### config.mk
export PLATFORM = sky130hd
export DESIGN_NAME = bcd_to_bin_flat
export DESIGN_NICKNAME = d
export VERILOG_FILES = /design/src/rtl/bcd_pkg.sv /design/src/rtl/bcd_to_bin_if.sv /design/src/rtl/bcd_digit_mac.sv /design/src/rtl/bcd_to_bin.sv /design/src/flat_wrapper.sv
export SDC_FILE = /design/constraint.sdc
export NUM_CORES = 1
export LEC_CHECK = 0
export CAP_MARGIN = 5
export CORE_MARGIN = 2
export CORE_UTILIZATION = 52
export CTS_CLUSTER_DIAMETER = 150
export DETAILED_ROUTE_END_ITERATION = 7
export HOLD_SLACK_MARGIN = 0.05
export MAX_ROUTING_LAYER = met4
export PLACE_DENSITY = 0.79
export SETUP_SLACK_MARGIN = 0.3
export SYNTH_ARGS = -nofsm -noshare
export SYNTH_HDL_FRONTEND = slang
export SYNTH_HIERARCHICAL = 1
export SYNTH_SLANG_ARGS = --single-unit
### constraint.sdc
create_clock -name clk -period 2.8 [get_ports clk]
set_clock_uncertainty 0.15 [all_clocks]
set_input_delay 0.42 -clock clk [delete_from_list [all_inputs] [get_ports clk]]
set_output_delay 0.42 -clock clk [all_outputs]
set_load 0.03 [all_outputs]
### src/rtl/bcd_pkg.sv
// Shared types and helpers for the packed-BCD to binary converter.
package bcd_pkg;

    typedef enum logic [1:0] {
        IDLE,
        CONV,
        DONE
    } state_t;

    localparam int DIGIT_W = 4;

    // Smallest width that holds every value of the given number of decimal digits.
    function automatic int calcBw(input int digits);
        return $clog2(10 ** digits);
    endfunction

endpackage

### src/rtl/bcd_to_bin_if.sv
// Handshake bundle between a BCD source, the converter and a binary consumer.
// The out_err signal exists only when BCD_TO_BIN_ERR_EN is defined.
interface bcd_to_bin_if
    import bcd_pkg::*;
#(
    parameter int DIGITS = 4
);
    localparam int BW = calcBw(DIGITS);

    logic                        in_valid;
    logic                        in_ready;
    logic [DIGITS*DIGIT_W-1:0]   in_data;
    logic                        out_valid;
    logic                        out_ready;
    logic [BW-1:0]               out_data;
`ifdef BCD_TO_BIN_ERR_EN
    logic                        out_err;

    modport master (
        output in_valid, in_data, out_ready,
        input  in_ready, out_valid, out_data, out_err
    );

    modport slave (
        input  in_valid, in_data, out_ready,
        output in_ready, out_valid, out_data, out_err
    );
`else
    modport master (
        output in_valid, in_data, out_ready,
        input  in_ready, out_valid, out_data
    );

    modport slave (
        input  in_valid, in_data, out_ready,
        output in_ready, out_valid, out_data
    );
`endif

endinterface

### src/rtl/bcd_digit_mac.sv
// One Horner step of the decimal decode: acc*10 + digit, truncated to BW bits.
module bcd_digit_mac
    import bcd_pkg::*;
#(
    parameter int BW = 14
)(
    input  logic [BW-1:0]      i_acc,
    input  logic [DIGIT_W-1:0] i_digit,
    output logic [BW-1:0]      o_acc,
    output logic               o_bad
);

    // acc*10 as two shifts; out-of-range digits are still used at face value.
    assign o_acc = (i_acc << 3) + (i_acc << 1) + BW'(i_digit);
    assign o_bad = (i_digit > DIGIT_W'(9));

endmodule

### src/rtl/bcd_to_bin.sv
// Sequential packed-BCD to binary converter, one digit per clock, MSD first.
// Defining BCD_TO_BIN_ERR_EN adds a sticky out_err flag for nibbles above 9.
module bcd_to_bin
    import bcd_pkg::*;
#(
    parameter int DIGITS = 4
)(
    input  logic        clk,
    input  logic        rst,
    bcd_to_bin_if.slave bus
);

    localparam int BW = calcBw(DIGITS);
    localparam int DW = DIGITS * DIGIT_W;
    localparam int CW = (DIGITS > 1) ? $clog2(DIGITS) : 1;

    state_t        r_state;
    state_t        w_nextState;
    logic [DW-1:0] r_shift;
    logic [BW-1:0] r_acc;
    logic [BW-1:0] w_macAcc;
    logic [CW-1:0] r_cnt;
    logic          w_macBad;
    logic          w_accept;
    logic          w_inReady;
    logic          w_outValid;

    assign w_accept = (r_state == IDLE) && bus.in_valid;

    bcd_digit_mac #(.BW(BW)) u_mac (
        .i_acc   (r_acc),
        .i_digit (r_shift[DW-1 -: DIGIT_W]),
        .o_acc   (w_macAcc),
        .o_bad   (w_macBad)
    );

    always_ff @(posedge clk) begin
        if (rst) r_state <= IDLE;
        else     r_state <= w_nextState;
    end

    always_comb begin
        w_nextState = r_state;
        case (r_state)
            IDLE:    if (bus.in_valid)  w_nextState = CONV;
            CONV:    if (r_cnt == '0)   w_nextState = DONE;
            DONE:    if (bus.out_ready) w_nextState = IDLE;
            default: w_nextState = IDLE;
        endcase
    end

    always_comb begin
        w_inReady  = (r_state == IDLE);
        w_outValid = (r_state == DONE);
    end

    // The accumulator doubles as the result register, so it is frozen in DONE.
    always_ff @(posedge clk) begin
        if (rst) begin
            r_shift <= '0;
            r_acc   <= '0;
            r_cnt   <= '0;
        end else begin
            case (r_state)
                IDLE: begin
                    if (bus.in_valid) begin
                        r_shift <= bus.in_data;
                        r_acc   <= '0;
                        r_cnt   <= CW'(DIGITS - 1);
                    end
                end
                CONV: begin
                    r_shift <= r_shift << DIGIT_W;
                    r_acc   <= w_macAcc;
                    r_cnt   <= r_cnt - 1'b1;
                end
                default: ;
            endcase
        end
    end

    assign bus.in_ready  = w_inReady;
    assign bus.out_valid = w_outValid;
    assign bus.out_data  = r_acc;

`ifdef BCD_TO_BIN_ERR_EN
    logic r_err;

    always_ff @(posedge clk) begin
        if (rst)                                r_err <= 1'b0;
        else if (w_accept)                      r_err <= 1'b0;
        else if (r_state == CONV && w_macBad)   r_err <= 1'b1;
    end

    assign bus.out_err = r_err;
`else
    logic w_unusedBad;
    logic w_unusedAccept;
    assign w_unusedBad    = w_macBad;
    assign w_unusedAccept = w_accept;
`endif

endmodule

### src/flat_wrapper.sv
// flat-port wrapper written by rule: the top's interface ports become plain ports
module bcd_to_bin_flat import bcd_pkg::*;
#(
    parameter int DIGITS = 4
)
  (clk, rst, bus_in_valid, bus_in_data, bus_out_ready, bus_in_ready, bus_out_valid, bus_out_data);
  bcd_to_bin_if #(.DIGITS(DIGITS)) bus_i ();
  input  logic clk;
  input  logic rst;
  input wire logic [$bits(bus_i.in_valid)-1:0] bus_in_valid;
  input wire logic [$bits(bus_i.in_data)-1:0] bus_in_data;
  input wire logic [$bits(bus_i.out_ready)-1:0] bus_out_ready;
  output wire logic [$bits(bus_i.in_ready)-1:0] bus_in_ready;
  output wire logic [$bits(bus_i.out_valid)-1:0] bus_out_valid;
  output wire logic [$bits(bus_i.out_data)-1:0] bus_out_data;
  assign bus_i.in_valid = bus_in_valid;
  assign bus_i.in_data = bus_in_data;
  assign bus_i.out_ready = bus_out_ready;
  assign bus_in_ready = bus_i.in_ready;
  assign bus_out_valid = bus_i.out_valid;
  assign bus_out_data = bus_i.out_data;
  bcd_to_bin #(.DIGITS(DIGITS)) u_core (.clk(clk), .rst(rst), .bus(bus_i));
endmodule
==> results.toml <==
# synthesis and place-and-route metrics
[critical_path]
path_max_fanout = 2
timing.critical_path.max_delay_family = "adder cells"
start_kind = "flip-flop"
r2r-start = "u_core/r_shift[15]$_SDFFE_PP0P_"
cp.arrival_ns = 2.49
cp_data_required_time_ns = 2.82
crit_type = "flip-flop to flip-flop"

[clocking]
clk_path_buf_depth = 2
ctsRootBufferMaster = "sky130_fd_sc_hd__clkbuf_8"
cts.clk_slew.worst_paths_ns = 0.07
cts_repair_resize_count = 0

[logic_synthesis]
synth_area_per_cell_sq_um = 10.1
mappedNetlistArea_sq_um = 2010

[worst_hold_path]
holdCritStartpoint = "u_core/r_shift[12]$_SDFFE_PP0P_"
whs_path_depth = 1
whs_endpoint = "u_core/bus.out_data[0]$_SDFFE_PP0P_"
min-delay-path-class = "flip-flop to flip-flop"

[power]
clkPwrFrac_pct = 32.8
p_sw_mw = 0.324
combinational_group_power_mw = 0.230
sequentialPowerShare_pct = 47.2

[grt]
antenna_violations_before_repair = 0
met3_usage_pct = 4.09
first_global_vias = 1480
groute.layer.met1.usage_pct = 27.1

[cells_and_area]
synthToLayoutAreaGrowth_pct = 24.2
fillers = 314

[drt]
detailedRoute.firstPassIterationCount = 4
post-route-drc-count = 0

[sta]
achievable-frequency_mhz = 405
finalHoldViolations = 0
final.min_clock_period_ns = 2.47
setup_total_negative_slack_ns = 0
setup-violations-final = 0

[outcome]
run_status = "complete, no violations"
-- area by class of cell --
cell class	instances	area [sq um]	area share [%]
repair buffers	41	395	15.9
multi-input cells	141	1210	48.6
clock inverters	2	11.3	0.452
flip-flops and latches	34	691	27.7
inverters	11	41.3	1.66
well taps	48	60.1	2.41
clock buffers	6	82.6	3.31
-- stage by stage --
step | util (%) | worst slack (ns) | hold slack (ns)
2_1_floorplan | - | 0.317 | 0.303
6_report | 67.6 | 0.334 | 0.326
4_1_cts | 66.6 | 0.287 | 0.330
3_3_place_gp | 63.8 | 0.317 | 0.313
5_1_grt | 67.6 | 0.235 | 0.357
3_5_place_dp | 63.8 | 0.288 | 0.306
-- routing by layer --
layer	part of all wire (%)	up-vias
met5	0	-
met4	0.43	0
met3	4.7	2
met2	47	45
met1	48	767
li1	-	797
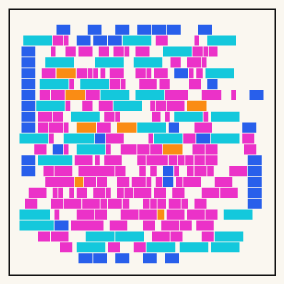
Fig. 1. Placement by cell class.
(4 px per um)
Key: cyan = flops [cells 34]; magenta = combinational and other logic [cells 152]; orange = clock drivers and dummy loads [cells 8]; blue = other buffers and delay cells [cells 41]
area inside the core boundary: 3690 sq um
Util after Layout: 67.6%

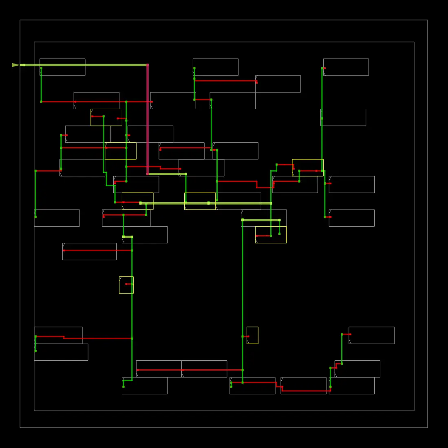
Fig. 2. Clock wiring as the flow saved it.
flip-flops: 34
TritonCTS Sinks: 34
number of clock buffers in the layout: 6
number of buffers added by the clock tree synthesis step: 5
total clock network power: 0.377 mW

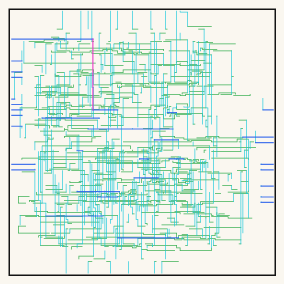
Fig. 3. Metal layers overlaid.
(4 px per um)
Key: magenta = metal 4 [wire length 17.7 um]; blue = metal 3 [wire length 188 um]; green = metal 1 [wire length 1920 um]; cyan = metal 2 [wire length 1870 um]
vias: 1611
GR Util All Layers: 20.3%
Avg WL per Cell: 14.1 um
wire length after detailed routing: 4000 um

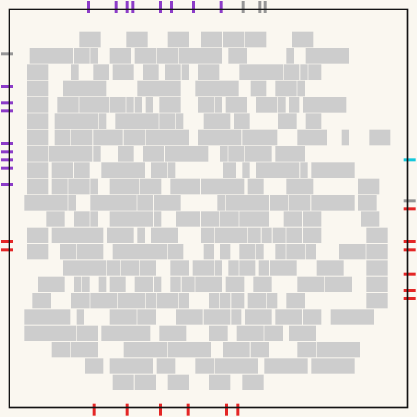
Fig. 4. Ports around the boundary.
(6 px per um) Pins as bars across the die edge, other pins in grey.
Key: purple = bus_in_data [pins 16, direction input, edge 8 north, 8 west]; cyan = bus_in_ready [pins 1, direction output, edge east]; red = bus_out_data [pins 14, direction output, edge 6 east, 6 south, 2 west]
All pins by edge: 11 north, 11 west, 8 east, 6 south.
# port buffers: 35
chip width: 66.1 um
die height: 66.1 um

Power and IR drop assume default switching activity.
